===== src/rtl/rom_pic_overlay_if.sv =====
// ROM read bus between the overlay engine and an external single-port image ROM.
//   rom_addr : word address, driven by the overlay (master)
//   rom_data : packed {R,G,B} read data, driven by the ROM (slave), valid a fixed
//              number of clocks after rom_addr
interface rom_pic_overlay_if #(
    parameter int unsigned COLOR_DEPTH = 8,
    parameter int unsigned ADDR_WIDTH  = 16
);
    logic [ADDR_WIDTH-1:0]    rom_addr;
    logic [3*COLOR_DEPTH-1:0] rom_data;

    modport master (output rom_addr, input rom_data);
    modport slave  (input rom_addr, output rom_data);
endinterface


===== src/rtl/rom_pic_overlay.sv =====
// Picture-overlay engine: tracks video timing, fetches a stored image from an external
// ROM inside a movable window and merges it into the background stream (RGB, grey,
// threshold or invert). Total latency from input sample to output is RD_LAT + 2 clocks.
// Ports:
//   clk, rst_n               pixel clock, asynchronous active-low reset
//   en, mode, pos_x, pos_y,
//   thresh                   overlay controls, captured at frame start (vs_in rise)
//   vs_in, hs_in, de_in,
//   rgb_in                   incoming timing and background pixel {R,G,B}
//   rom                      ROM read bus (address out, data in)
//   vs_out, hs_out, de_out,
//   rgb_out                  delayed timing and merged pixel
module rom_pic_overlay #(
    parameter int unsigned COLOR_DEPTH = 8,
    parameter int unsigned ADDR_WIDTH  = 16,
    parameter int unsigned IMG_W       = 256,
    parameter int unsigned IMG_H       = 256,
    parameter int unsigned H_BITS      = 12,
    parameter int unsigned RD_LAT      = 1
) (
    input  logic                     clk,
    input  logic                     rst_n,
    input  logic                     en,
    input  logic [1:0]               mode,
    input  logic [H_BITS-1:0]        pos_x,
    input  logic [H_BITS-1:0]        pos_y,
    input  logic [COLOR_DEPTH-1:0]   thresh,
    input  logic                     vs_in,
    input  logic                     hs_in,
    input  logic                     de_in,
    input  logic [3*COLOR_DEPTH-1:0] rgb_in,
    rom_pic_overlay_if.master        rom,
    output logic                     vs_out,
    output logic                     hs_out,
    output logic                     de_out,
    output logic [3*COLOR_DEPTH-1:0] rgb_out
);
    localparam int unsigned PixW   = 3 * COLOR_DEPTH;
    localparam int unsigned Lat    = RD_LAT + 2;
    localparam int unsigned HitDly = RD_LAT + 1;  // address register plus ROM latency
    localparam int unsigned LumaW  = COLOR_DEPTH + 8;

    typedef enum logic [1:0] {
        ModeRgb    = 2'b00,
        ModeGrey   = 2'b01,
        ModeThresh = 2'b10,
        ModeInvert = 2'b11
    } mode_e;

    // Timing tracking and frame-latched controls
    logic                   vs_q, de_q;
    logic [H_BITS-1:0]      x_cnt_q, x_cnt_d, y_cnt_q, y_cnt_d;
    logic [ADDR_WIDTH-1:0]  row_base_q, row_base_d, rom_addr_q, rom_addr_d;
    logic                   en_s_q, en_s_d;
    mode_e                  mode_s_q, mode_s_d;
    logic [H_BITS-1:0]      pos_x_s_q, pos_x_s_d, pos_y_s_q, pos_y_s_d;
    logic [COLOR_DEPTH-1:0] thresh_s_q, thresh_s_d;

    // Delay lines
    logic [2:0]             sync_q [Lat];
    logic [2:0]             sync_d [Lat];
    logic [PixW-1:0]        bg_q [Lat-1];
    logic [PixW-1:0]        bg_d [Lat-1];
    logic [HitDly-1:0]      hit_q, hit_d;
    mode_e                  mode_p_q [HitDly];
    mode_e                  mode_p_d [HitDly];
    logic [COLOR_DEPTH-1:0] thr_p_q [HitDly];
    logic [COLOR_DEPTH-1:0] thr_p_d [HitDly];
    logic [PixW-1:0]        rgb_out_q, rgb_out_d;

    logic                   frame_start, de_fall, in_x, in_y, hit;
    logic [H_BITS:0]        dx, dy;
    logic [COLOR_DEPTH-1:0] rom_r, rom_g, rom_b, luma;
    logic [LumaW-1:0]       luma_sum;

    always_comb begin
        frame_start = vs_in & ~vs_q;
        de_fall     = de_q & ~de_in;

        // A borrow (bit H_BITS set) means the pixel is left of / above the window.
        dx   = {1'b0, x_cnt_q} - {1'b0, pos_x_s_q};
        dy   = {1'b0, y_cnt_q} - {1'b0, pos_y_s_q};
        in_x = ~dx[H_BITS] && (32'(dx) < IMG_W);
        in_y = ~dy[H_BITS] && (32'(dy) < IMG_H);
        hit  = en_s_q & de_in & in_x & in_y;

        x_cnt_d = de_in ? x_cnt_q + 1'b1 : '0;

        // Frame-start clearing takes priority over a coincident de falling edge.
        y_cnt_d    = y_cnt_q;
        row_base_d = row_base_q;
        if (frame_start) begin
            y_cnt_d    = '0;
            row_base_d = '0;
        end else if (de_fall) begin
            y_cnt_d = y_cnt_q + 1'b1;
            if (in_y) row_base_d = row_base_q + ADDR_WIDTH'(IMG_W);
        end

        rom_addr_d = hit ? row_base_q + ADDR_WIDTH'(dx) : rom_addr_q;

        en_s_d     = en_s_q;
        mode_s_d   = mode_s_q;
        pos_x_s_d  = pos_x_s_q;
        pos_y_s_d  = pos_y_s_q;
        thresh_s_d = thresh_s_q;
        if (frame_start) begin
            en_s_d     = en;
            mode_s_d   = mode_e'(mode);
            pos_x_s_d  = pos_x;
            pos_y_s_d  = pos_y;
            thresh_s_d = thresh;
        end
    end

    always_comb begin
        sync_d[0] = {vs_in, hs_in, de_in};
        for (int unsigned i = 1; i < Lat; i++) sync_d[i] = sync_q[i-1];
        bg_d[0] = rgb_in;
        for (int unsigned i = 1; i < Lat - 1; i++) bg_d[i] = bg_q[i-1];
        hit_d       = {hit_q[HitDly-2:0], hit};
        mode_p_d[0] = mode_s_q;
        thr_p_d[0]  = thresh_s_q;
        for (int unsigned i = 1; i < HitDly; i++) begin
            mode_p_d[i] = mode_p_q[i-1];
            thr_p_d[i]  = thr_p_q[i-1];
        end
    end

    // Merge stage: rom_data lines up with the last hit/mode/thresh stage.
    always_comb begin
        rom_r    = rom.rom_data[PixW-1 -: COLOR_DEPTH];
        rom_g    = rom.rom_data[2*COLOR_DEPTH-1 -: COLOR_DEPTH];
        rom_b    = rom.rom_data[COLOR_DEPTH-1:0];
        luma_sum = LumaW'(77) * LumaW'(rom_r) + LumaW'(150) * LumaW'(rom_g)
                 + LumaW'(29) * LumaW'(rom_b);
        luma     = luma_sum[LumaW-1 -: COLOR_DEPTH];

        rgb_out_d = bg_q[Lat-2];
        if (hit_q[HitDly-1]) begin
            unique case (mode_p_q[HitDly-1])
                ModeRgb:    rgb_out_d = rom.rom_data;
                ModeGrey:   rgb_out_d = {3{luma}};
                ModeThresh: rgb_out_d = (luma >= thr_p_q[HitDly-1]) ? {PixW{1'b1}}
                                                                     : {PixW{1'b0}};
                ModeInvert: rgb_out_d = ~rom.rom_data;
            endcase
        end
    end

    always_ff @(posedge clk or negedge rst_n) begin
        if (!rst_n) begin
            vs_q       <= 1'b0;
            de_q       <= 1'b0;
            x_cnt_q    <= '0;
            y_cnt_q    <= '0;
            row_base_q <= '0;
            rom_addr_q <= '0;
            en_s_q     <= 1'b0;
            mode_s_q   <= ModeRgb;
            pos_x_s_q  <= '0;
            pos_y_s_q  <= '0;
            thresh_s_q <= '0;
            sync_q     <= '{default: '0};
            bg_q       <= '{default: '0};
            hit_q      <= '0;
            mode_p_q   <= '{default: ModeRgb};
            thr_p_q    <= '{default: '0};
            rgb_out_q  <= '0;
        end else begin
            vs_q       <= vs_in;
            de_q       <= de_in;
            x_cnt_q    <= x_cnt_d;
            y_cnt_q    <= y_cnt_d;
            row_base_q <= row_base_d;
            rom_addr_q <= rom_addr_d;
            en_s_q     <= en_s_d;
            mode_s_q   <= mode_s_d;
            pos_x_s_q  <= pos_x_s_d;
            pos_y_s_q  <= pos_y_s_d;
            thresh_s_q <= thresh_s_d;
            sync_q     <= sync_d;
            bg_q       <= bg_d;
            hit_q      <= hit_d;
            mode_p_q   <= mode_p_d;
            thr_p_q    <= thr_p_d;
            rgb_out_q  <= rgb_out_d;
        end
    end

    assign rom.rom_addr = rom_addr_q;
    assign vs_out       = sync_q[Lat-1][2];
    assign hs_out       = sync_q[Lat-1][1];
    assign de_out       = sync_q[Lat-1][0];
    assign rgb_out      = rgb_out_q;
endmodule


===== src/flat_wrapper.sv =====
// flat-port wrapper written by rule: the top's interface ports become plain ports
module rom_pic_overlay_flat 
#(
    parameter int unsigned COLOR_DEPTH = 8,
    parameter int unsigned ADDR_WIDTH  = 16,
    parameter int unsigned IMG_W       = 256,
    parameter int unsigned IMG_H       = 256,
    parameter int unsigned H_BITS      = 12,
    parameter int unsigned RD_LAT      = 1
)
  (clk, rst_n, en, mode, pos_x, pos_y, thresh, vs_in, hs_in, de_in, rgb_in, vs_out, hs_out, de_out, rgb_out, rom_rom_addr, rom_rom_data);
  rom_pic_overlay_if #(.COLOR_DEPTH(COLOR_DEPTH), .ADDR_WIDTH(ADDR_WIDTH)) rom_i ();
  input  logic clk;
  input  logic rst_n;
  input  logic en;
  input  logic [1:0] mode;
  input  logic [H_BITS-1:0] pos_x;
  input  logic [H_BITS-1:0] pos_y;
  input  logic [COLOR_DEPTH-1:0] thresh;
  input  logic vs_in;
  input  logic hs_in;
  input  logic de_in;
  input  logic [3*COLOR_DEPTH-1:0] rgb_in;
  output logic vs_out;
  output logic hs_out;
  output logic de_out;
  output logic [3*COLOR_DEPTH-1:0] rgb_out;
  output wire logic [$bits(rom_i.rom_addr)-1:0] rom_rom_addr;
  input wire logic [$bits(rom_i.rom_data)-1:0] rom_rom_data;
  assign rom_rom_addr = rom_i.rom_addr;
  assign rom_i.rom_data = rom_rom_data;
  rom_pic_overlay #(.COLOR_DEPTH(COLOR_DEPTH), .ADDR_WIDTH(ADDR_WIDTH), .IMG_W(IMG_W), .IMG_H(IMG_H), .H_BITS(H_BITS), .RD_LAT(RD_LAT)) u_core (.clk(clk), .rst_n(rst_n), .en(en), .mode(mode), .pos_x(pos_x), .pos_y(pos_y), .thresh(thresh), .vs_in(vs_in), .hs_in(hs_in), .de_in(de_in), .rgb_in(rgb_in), .rom(rom_i), .vs_out(vs_out), .hs_out(hs_out), .de_out(de_out), .rgb_out(rgb_out));
endmodule

===== config.mk =====
export PLATFORM = sky130hd
export DESIGN_NAME = rom_pic_overlay_flat
export DESIGN_NICKNAME = d
export VERILOG_FILES = /design/src/rtl/rom_pic_overlay_if.sv /design/src/rtl/rom_pic_overlay.sv /design/src/flat_wrapper.sv
export SDC_FILE = /design/constraint.sdc
export NUM_CORES = 1
export LEC_CHECK = 0
export CAP_MARGIN = 10
export CELL_PAD_IN_SITES_DETAIL_PLACEMENT = 1
export CELL_PAD_IN_SITES_GLOBAL_PLACEMENT = 2
export CORE_MARGIN = 1
export CORE_UTILIZATION = 37
export DETAILED_ROUTE_END_ITERATION = 10
export PLACE_DENSITY = 0.85
export SYNTH_ARGS = -nofsm -noshare
export SYNTH_HDL_FRONTEND = slang
export SYNTH_SLANG_ARGS = --single-unit

===== constraint.sdc =====
create_clock -name clk -period 4.2 [get_ports clk]
set_clock_uncertainty 0.1 [all_clocks]
set_input_delay 0.63 -clock clk [delete_from_list [all_inputs] [get_ports clk]]
set_output_delay 0.63 -clock clk [all_outputs]
set_load 0.05 [all_outputs]

**Run 1: close-up of the layout**

Region (19, 108) to (69, 158) um. Cells in gray, sequential cells in the stronger gray; small squares are vias.
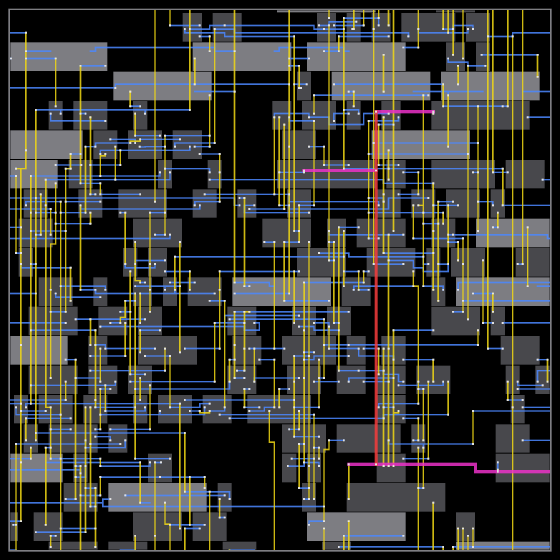
Key: red = M4; blue = M1; magenta = M3; yellow = M2
Most frequent: dfrtp_1 (15), nand2_1 (14), ha_1 (11). Sequential cells in the window: 15. 131 logic cells have their middle in the window. Netlist names of flops here include `u_core.y_cnt_q` (10), `u_core.pos_y_s_q` (4).

**Run 1: register map, names as in the netlist**

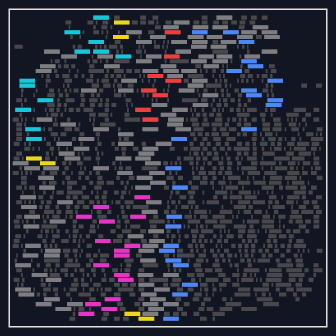
Key: red = `u_core.thresh_s_q` [sequential cells 8, where north]; cyan = `u_core.pos_y_s_q` [sequential cells 12, where north-west]; yellow = `u_core.sync_d` [sequential cells 6]; magenta = `u_core.rom.rom_addr` [sequential cells 16]; blue = `u_core.rgb_out` [sequential cells 24]
post-route core utilization: 0.500
fraction of standard cell area that is sequential: 0.311
sequential standard cell area: 4650 um2

==> reports/summary.log, run 1 <==
INFO  grt            track_usage=0.202
INFO  worst_setup_path reg2reg_from=u_core.x_cnt_q[2]
INFO  finish         antenna_cells_inserted=2
INFO  finish         layout.non_clock_inverters=141
INFO  synthesis      ys_warn_count=0
INFO  grt            grt_first_pass_wirelength=49.2mm
INFO  grt            maximum_number_of_pins_on_one_net_before_global_route_repair=96
INFO  synthesis      synthXorXnorAreaFrac=0.0410
INFO  finish         final.signal_buffer_count=236
INFO  pwr            vdd_ir_drop_max=0.00123V
INFO  route          post-route-drc-count=0
INFO  grt            met3_track_utilization_from_global_routing=0.0322
INFO  synthesis      synth-area-yosys=11,300um2
INFO  clock_network  ctsResizeCount=58
INFO  placement      numPlacedInstances=1,674
INFO  finish         mostFrequentLayoutCell=sky130_fd_sc_hd__dfrtp_1
INFO  timing         fin_hold_ws=0.170ns
INFO  route          met3RoutedLength=870um
INFO  synthesis      muxShareOfSynthArea=0.0237
INFO  route          vias_per_cell=5.03
INFO  pwr            total_switching_power=5.62mW
INFO  synthesis      post_synth_and_or_nand_nor_area_fraction=0.112
INFO  grt            use_met2=0.368
INFO  pwr            power_frac_clock=0.131
INFO  clock_network  clk_transition_reported_paths=0.08ns
INFO  route          routed_metal_1_wirelength=12.0mm
INFO  timing         report.final.setup_viol=24
INFO  placement      port-buffer-count=130
INFO  synthesis      average_footprint_of_a_synthesized_cell=10.4um2
INFO  grt            grt_antenna_before_repair=3
INFO  synthesis      mapped_area=11,300um2
INFO  synthesis      fp_nets=1,354
INFO  pwr            p_int=7.62mW
INFO  finish         finish.instance_area=14,900um2
INFO  grt            grt_busiest_layer=met2
INFO  timing         final-max-slew-violation-count=0
INFO  route          met2WireLength=15.8mm
INFO  pwr            power_frac_seq=0.149
INFO  worst_setup_path worst_path_max_delay_cell=sky130_fd_sc_hd__fa_1
INFO  route          routed-via-count=8,644
INFO  placement      dpl_cell_area=13,900um2
INFO  timing         worst_pin_slew=0.898ns
INFO  clock_network  hold_buffers=0
INFO  synthesis      edf_count=0
INFO  floorplan      tapcell.inserted=390
INFO  grt            grt_pass1_vias=9,735
INFO  synthesis      synth_largest_type_area_fraction=0.411
INFO  clock_network  numCtsBuffers=17
INFO  grt            grt.overflow.total=0
INFO  pwr            power-top-group=combinational logic
INFO  clock_network  cts_post_setup_buffers_inserted=7
INFO  timing         max_freq=136MHz
INFO  worst_setup_path arrival=7.57ns
INFO  pwr            power.density=886nW/um2
INFO  worst_setup_path worstSetupPathType=input pin to flip-flop
INFO  worst_setup_path worst_setup_path_endpoint=u_core.rgb_out[5]
INFO  timing         fin_crit_share=1.75
INFO  run_status     failing_checks=negative setup slack
INFO  finish         clockNetworkAreaShare=0.0435
INFO  timing         finalWorstSetupSlack=-3.15ns
INFO  finish         layout.cells.most_common_list=186 x sky130_fd_sc_hd__dfrtp_1, 132 x sky130_fd_sc_hd__inv_1, 122 x sky130_fd_sc_hd__clkdlybuf4s50_1
INFO  synthesis      yosysMostFrequentCell=sky130_fd_sc_hd__dfrtp_1
INFO  finish         layout.comb_gates.multi_input=733
INFO  finish         bufAreaShareNonClock=0.142
INFO  timing         period_needed=7.35ns
INFO  run            maxCapViolCount=0
INFO  finish         stdcell_count=1,720
INFO  run            openroad.warnings=30
INFO  grt            gr-usage-met1=0.235
INFO  route          maxUsedRoutingLayer=met5
INFO  run_status     run_status=finished with violations
INFO  worst_setup_path r2r.worst_path.cells=14
INFO  floorplan      die_w=177um
INFO  pwr            seq_power=1.97mW
INFO  floorplan      coreArea=29,900um2
**Run 1: the clock network**

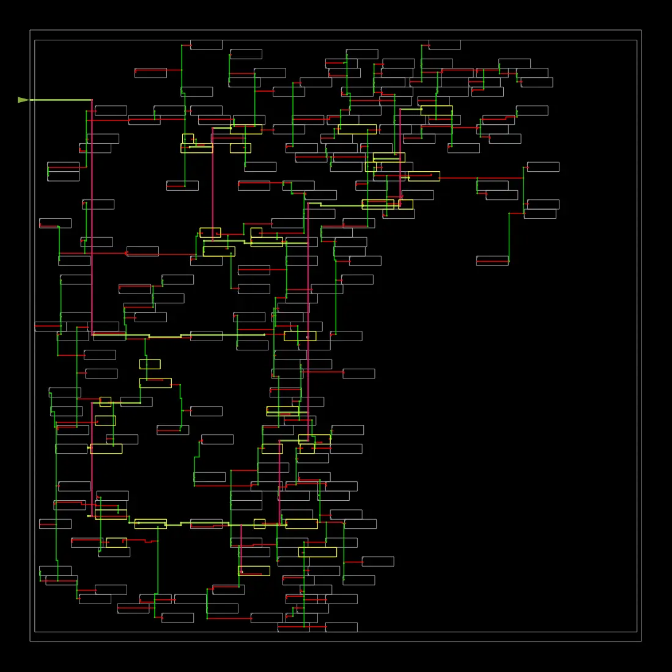
final sequential cell count: 186
P_clk: 1.73 mW
TritonCTS sink count: 186
clock latency at the later pin of the worst-skew pair: 0.44 ns
number of clock buffers in the layout: 17

## run 1: flip-flops by register name, indices dropped and copies added, names as in the netlist, 6 cells and up
register and count:
u_core.thresh_s_q 8, u_core.pos_x_s_q 12, u_core.x_cnt_q 12, u_core.rgb_out 24, u_core.thr_p_d 8, u_core.pos_y_s_q 12
u_core.row_base_q 8, u_core.bg_q 24, u_core.sync_d 6, u_core.bg_d 24, u_core.rom.rom_addr 16, u_core.y_cnt_q 12
u_core.thr_p_q 8
## run 1: worst register-to-register path, delay by kind of cell (launching register included)
kind            cells  cell delay, ns
compound gates      7            1.60
xor+xnor            1            0.22
fa+ha+maj           2            0.66
buf+inv             1            0.16
flops               1            0.44
mux                 2            0.51
simple gates        1            0.12
## Run 2: what changed since run 1
- CTS_CLUSTER_SIZE: not set -> 8
**Run 2: the clock network**

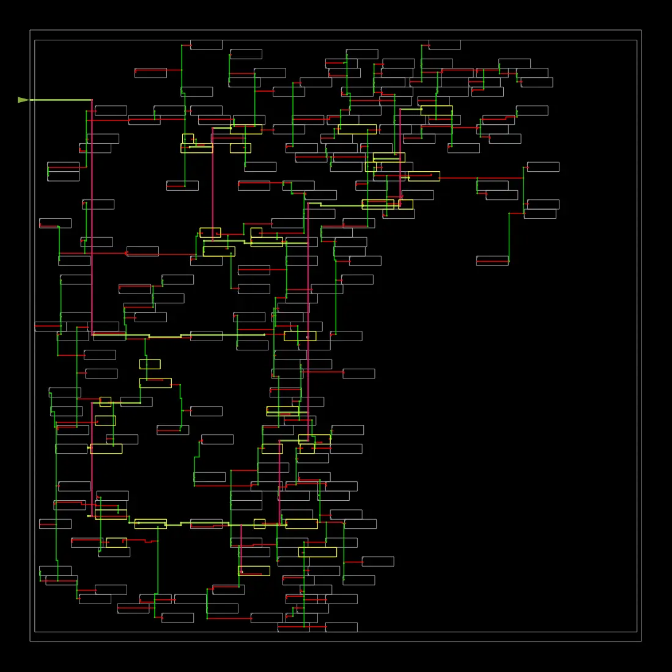
CTS buffer count: 17

==> run 2 against run 1 <==
The flow still finishes with violations (negative setup slack). Synthesized cell count did not move. Highest routed layer unchanged. Largest cell class unchanged. Global-route usage unchanged. Clock power about the same.
==> reports/summary.log, run 2 <==
INFO  run_status     run_status=finished with violations [unchanged]
INFO  worst_setup_path worst_path_max_delay_cell=sky130_fd_sc_hd__fa_1 [unchanged]
INFO  finish         seq_area_frac=0.311 [unchanged]
INFO  grt            grt.overflow.total=0 [unchanged]
INFO  synthesis      edf_count=0 [unchanged]
INFO  finish         final_core_util=0.500 [unchanged]
INFO  placement      numPlacedInstances=1,674 [unchanged]
INFO  grt            maximum_number_of_pins_on_one_net_before_global_route_repair=96 [unchanged]
INFO  route          routed-via-count=8,644 [unchanged]
INFO  floorplan      coreArea=29,900um2 [unchanged]
INFO  grt            grt_first_pass_wirelength=49.2mm [unchanged]
INFO  floorplan      die_w=177um [unchanged]
INFO  synthesis      muxShareOfSynthArea=0.0237 [unchanged]
INFO  pwr            power.density=886nW/um2 [unchanged]
INFO  worst_setup_path worst_setup_path_endpoint=u_core.rgb_out[5] [unchanged]
INFO  finish         final.signal_buffer_count=236 [unchanged]
INFO  finish         antenna_cells_inserted=2 [unchanged]
INFO  grt            grt_pass1_vias=9,735 [unchanged]
INFO  placement      dpl_cell_area=13,900um2 [unchanged]
INFO  timing         finalWorstSetupSlack=-3.15ns [unchanged]
INFO  grt            grt_antenna_before_repair=3 [unchanged]
INFO  clock_network  clk_transition_reported_paths=0.08ns [about the same]
INFO  synthesis      synth_largest_type_area_fraction=0.411 [unchanged]
INFO  timing         max_freq=136MHz [unchanged]
INFO  placement      port-buffer-count=130 [unchanged]
INFO  run            maxCapViolCount=0 [unchanged]
INFO  run_status     failing_checks=negative setup slack [unchanged]
INFO  timing         report.final.setup_viol=24 [unchanged]
INFO  finish         finish.instance_area=14,900um2 [unchanged]
INFO  synthesis      fp_nets=1,354 [unchanged]
INFO  grt            track_usage=0.202 [unchanged]
INFO  synthesis      yosysMostFrequentCell=sky130_fd_sc_hd__dfrtp_1 [unchanged]
INFO  clock_network  clock_latency_at_the_later_pin_of_the_worst_skew_pair=0.44ns [about the same]
INFO  pwr            power_frac_seq=0.149 [about the same]
INFO  finish         layout.cells.most_common_list=186 x sky130_fd_sc_hd__dfrtp_1, 132 x sky130_fd_sc_hd__inv_1, 122 x sky130_fd_sc_hd__clkdlybuf4s50_1 [unchanged]
INFO  clock_network  hold_buffers=0 [unchanged]
INFO  worst_setup_path r2r.worst_path.cells=14 [unchanged]
INFO  finish         mostFrequentLayoutCell=sky130_fd_sc_hd__dfrtp_1 [unchanged]
INFO  pwr            power_frac_clock=0.131 [about the same]
INFO  pwr            vdd_ir_drop_max=0.00123V [unchanged]
INFO  route          post-route-drc-count=0 [unchanged]
INFO  finish         clockNetworkAreaShare=0.0435 [unchanged]
INFO  synthesis      mapped_area=11,300um2 [unchanged]
INFO  run            openroad.warnings=30 [unchanged]
INFO  timing         final-max-slew-violation-count=0 [unchanged]
INFO  finish         flop-count=186 [unchanged]
**Run 2: close-up of the layout**

Region (19, 108) to (69, 158) um. Cells in gray, sequential cells in the stronger gray; small squares are vias.
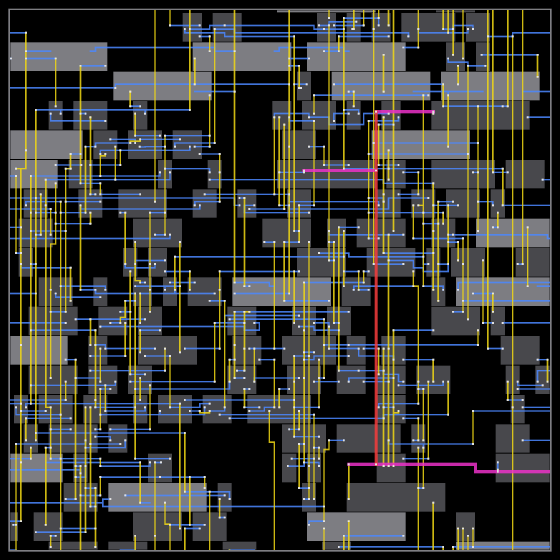
Key: blue = M1; red = M4; magenta = M3; yellow = M2
Most frequent: dfrtp_1 (15), nand2_1 (14), ha_1 (11). Netlist names of flops here include `u_core.y_cnt_q` (10), `u_core.pos_y_s_q` (4). Sequential cells in the window: 15. 131 logic cells have their middle in the window.

## run 2: power by group through the flow
stage	Combinational (mW)	Clock [mW]	Sequential, mW
5_1_grt	10.5	1.85	1.98
3_3_place_gp	7.48	0	2.00
4_1_cts	8.63	1.79	1.97
2_1_floorplan	4.67	0	2.02
6_report	9.54	1.73	1.97
3_5_place_dp	7.83	0	2.00
## run 2: timing repair
action | CTS | global route
setup buffers | 7 | 5
resized | 58 | 27
endpoints found under the setup margin | 24 | 25
pin swaps | 32 | 24
## run 2: layer usage
metal | wire length [um] | GRT usage | up-vias
met4 | 881 | 0.0805 | 2
met5 | 12 | 0 | -
li1 | - | - | 4125
met3 | 870 | 0.0322 | 55
met2 | 15800 | 0.368 | 129
met1 | 12000 | 0.235 | 4333
**Run 2: register map, names as in the netlist**

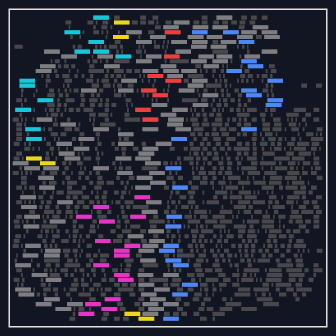

## Run 3: what changed since run 2
- SETUP_SLACK_MARGIN: not set -> 0.15
**Run 3: register map, names as in the netlist**

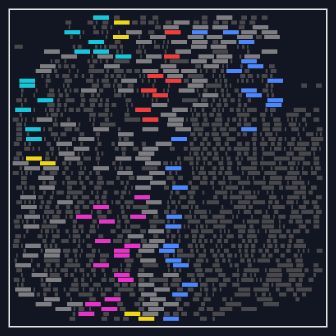
Key: blue = `u_core.rgb_out` [sequential cells 24]; yellow = `u_core.sync_d` [sequential cells 6]; cyan = `u_core.pos_y_s_q` [sequential cells 12, where north-west]; red = `u_core.thresh_s_q` [sequential cells 8, where north]; magenta = `u_core.rom.rom_addr` [sequential cells 16]
post-route core utilization: 0.501
fraction of standard cell area that is sequential: 0.311
sequential-cell power consumption: 1.97 mW

**Run 3: supply network**

Pins as bars on the die edge.
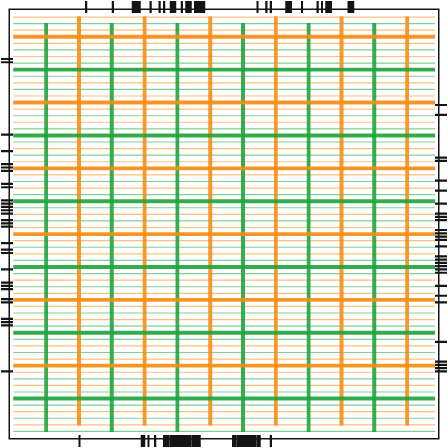
Key: orange = VDD; green = VSS
12 straps on met5. 64 met1 rails follow the rows. 131 signal pins sit on the boundary. 12 straps on met4.
die span in x: 177 um
VDD IR max: 0.00121 V
core area: 29,900 um2
height of the die: 177 um

==> run 3 against run 2 <==
The flow still finishes with violations (negative setup slack). Clock-buffer cell count is the same. Maximum frequency is essentially flat. Setup slack better by 0.0040 ns. Die area unchanged. Via count about the same. Synthesized cell count stayed put. Synthesized area unchanged. Wire length about the same. Sequential power hardly changed. Combinational power barely moved. Sequential share of layout area shrank 0.057 points. Highest routed layer unchanged.
==> reports/summary.log, run 3 <==
INFO  route          vias_per_cell=5.02 [was 5.03]
INFO  route          routed-via-count=8,639 [was 8,644]
INFO  placement      numPlacedInstances=1,674 [unchanged]
INFO  pwr            total_switching_power=5.61mW [was 5.62 mW]
INFO  grt            grt_pass1_vias=9,735 [unchanged]
INFO  worst_setup_path r2r.worst_path.cells=17 [was 14]
INFO  synthesis      average_footprint_of_a_synthesized_cell=10.4um2 [unchanged]
INFO  pwr            power_frac_seq=0.149 [about the same]
INFO  synthesis      synth-area-yosys=11,300um2 [unchanged]
INFO  pwr            power.density=884nW/um2 [was 886 nW/um2]
INFO  worst_setup_path worstSetupPathType=input pin to flip-flop [unchanged]
INFO  grt            gr-usage-met1=0.235 [unchanged]
INFO  grt            use_met2=0.368 [unchanged]
INFO  synthesis      edf_count=0 [unchanged]
INFO  clock_network  hold_buffers=0 [unchanged]
INFO  worst_setup_path crit_path_max_fo=7 [unchanged]
INFO  timing         report.final.setup_viol=24 [unchanged]
INFO  grt            grt_busiest_layer=met2 [unchanged]
INFO  synthesis      compound_area_frac=0.119 [unchanged]
INFO  pwr            combPwrFrac=0.720 [was 0.721]
INFO  grt            grt.overflow.total=0 [unchanged]
INFO  grt            track_usage=0.202 [unchanged]
INFO  pwr            power_frac_clock=0.131 [about the same]
INFO  placement      dpl_cell_area=13,900um2 [unchanged]
INFO  floorplan      chip_area=31,300um2 [unchanged]
INFO  worst_setup_path reg2reg_from=u_core.pos_x_s_q[0] [was u_core.x_cnt_q[2]]
INFO  worst_setup_path arrival=7.56ns [was 7.57 ns]
INFO  route          met3RoutedLength=791um [was 870 um]
INFO  pwr            p_int=7.63mW [was 7.62 mW]
INFO  clock_network  cts_max_level=4 [unchanged]
INFO  worst_setup_path worst_path_max_delay_cell=sky130_fd_sc_hd__fa_1 [unchanged]
INFO  grt            grt_antenna_before_repair=3 [unchanged]
INFO  timing         final-max-slew-violation-count=0 [unchanged]
INFO  timing         worst_pin_slew=0.903ns [was 0.898 ns]
INFO  run_status     run_status=finished with violations [unchanged]
INFO  clock_network  clk_transition_reported_paths=0.08ns [about the same]
INFO  synthesis      synthXorXnorAreaFrac=0.0410 [unchanged]
INFO  synthesis      synth_largest_type_area_fraction=0.411 [unchanged]
INFO  timing         finalWorstSetupSlack=-3.14ns [was -3.15 ns]
INFO  synthesis      post_synth_and_or_nand_nor_area_fraction=0.112 [unchanged]
INFO  finish         area.sequential=4650um2 [unchanged]
INFO  placement      port-buffer-count=130 [unchanged]
INFO  finish         layout.cells.most_common_list=186 x sky130_fd_sc_hd__dfrtp_1, 131 x sky130_fd_sc_hd__inv_1, 122 x sky130_fd_sc_hd__clkdlybuf4s50_1 [was 186 x sky130_fd_sc_hd__dfrtp_1, 132 x sky130_fd_sc_hd__inv_1, 122 x sky130_fd_sc_hd__clkdlybuf4s50_1]
INFO  finish         mostFrequentLayoutCell=sky130_fd_sc_hd__dfrtp_1 [unchanged]
INFO  clock_network  clock_latency_at_the_later_pin_of_the_worst_skew_pair=0.44ns [about the same]
INFO  route          post-route-drc-count=0 [unchanged]
INFO  timing         final.setup.tns=-73.01ns [was -73.10 ns]
INFO  run_status     failing_checks=negative setup slack [unchanged]
INFO  grt            maximum_number_of_pins_on_one_net_before_global_route_repair=96 [unchanged]
INFO  synthesis      fp_nets=1,354 [unchanged]
INFO  synthesis      ys_warn_count=0 [unchanged]
INFO  timing         fin_crit_share=1.75 [about the same]
INFO  grt            met3_track_utilization_from_global_routing=0.0322 [unchanged]
INFO  clock_network  cts.sink_count=186 [unchanged]
INFO  synthesis      yosysMostFrequentCell=sky130_fd_sc_hd__dfrtp_1 [unchanged]
INFO  clock_network  cts_tree=done [unchanged]
INFO  timing         period_needed=7.34ns [was 7.35 ns]
INFO  timing         fin_hold_ws=0.169ns [was 0.170 ns]
INFO  run            openroad.warnings=30 [unchanged]
INFO  grt            grt_first_pass_wirelength=49.2mm [unchanged]
INFO  synthesis      ys_flops=186 [unchanged]
INFO  finish         finish.instance_area=15,000um2 [was 14,900 um2]
INFO  route          maxUsedRoutingLayer=met5 [unchanged]
INFO  synthesis      synth.top_cells.by_count=186 x sky130_fd_sc_hd__dfrtp_1, 140 x sky130_fd_sc_hd__inv_1, 124 x sky130_fd_sc_hd__ha_1 [unchanged]
INFO  finish         stdcell_count=1,721 [was 1,720]
INFO  clock_network  numCtsBuffers=17 [unchanged]
INFO  worst_setup_path worst_setup_path_endpoint=u_core.rgb_out[5] [unchanged]
run 3: power by group through the flow:
stage | Clock, mW | Sequential [mW] | Combinational, mW
floorplan | 0 | 2.02 | 4.67
global placement | 0 | 2.00 | 7.48
detailed placement | 0 | 2.00 | 7.83
CTS | 1.79 | 1.97 | 8.63
global route | 1.85 | 1.98 | 10.5
finish | 1.73 | 1.97 | 9.54
run 3: final cells by class:
class,count,area share
multi-input cells,733,0.435
flip-flops and latches,186,0.311
repair buffers,237,0.142
inverters,141,0.0354
well taps,390,0.0326
clock buffers,17,0.0284
clock inverters,15,0.0150
diodes,2,0.000334
run 3: what timing repair did:
action                                  in CTS  in global routing
endpoints found under the setup margin      25                 26
pin swaps                                   32                 25
resized                                     59                 34
setup buffers                                7                  6
Power is estimated from default activity; no workload was simulated.
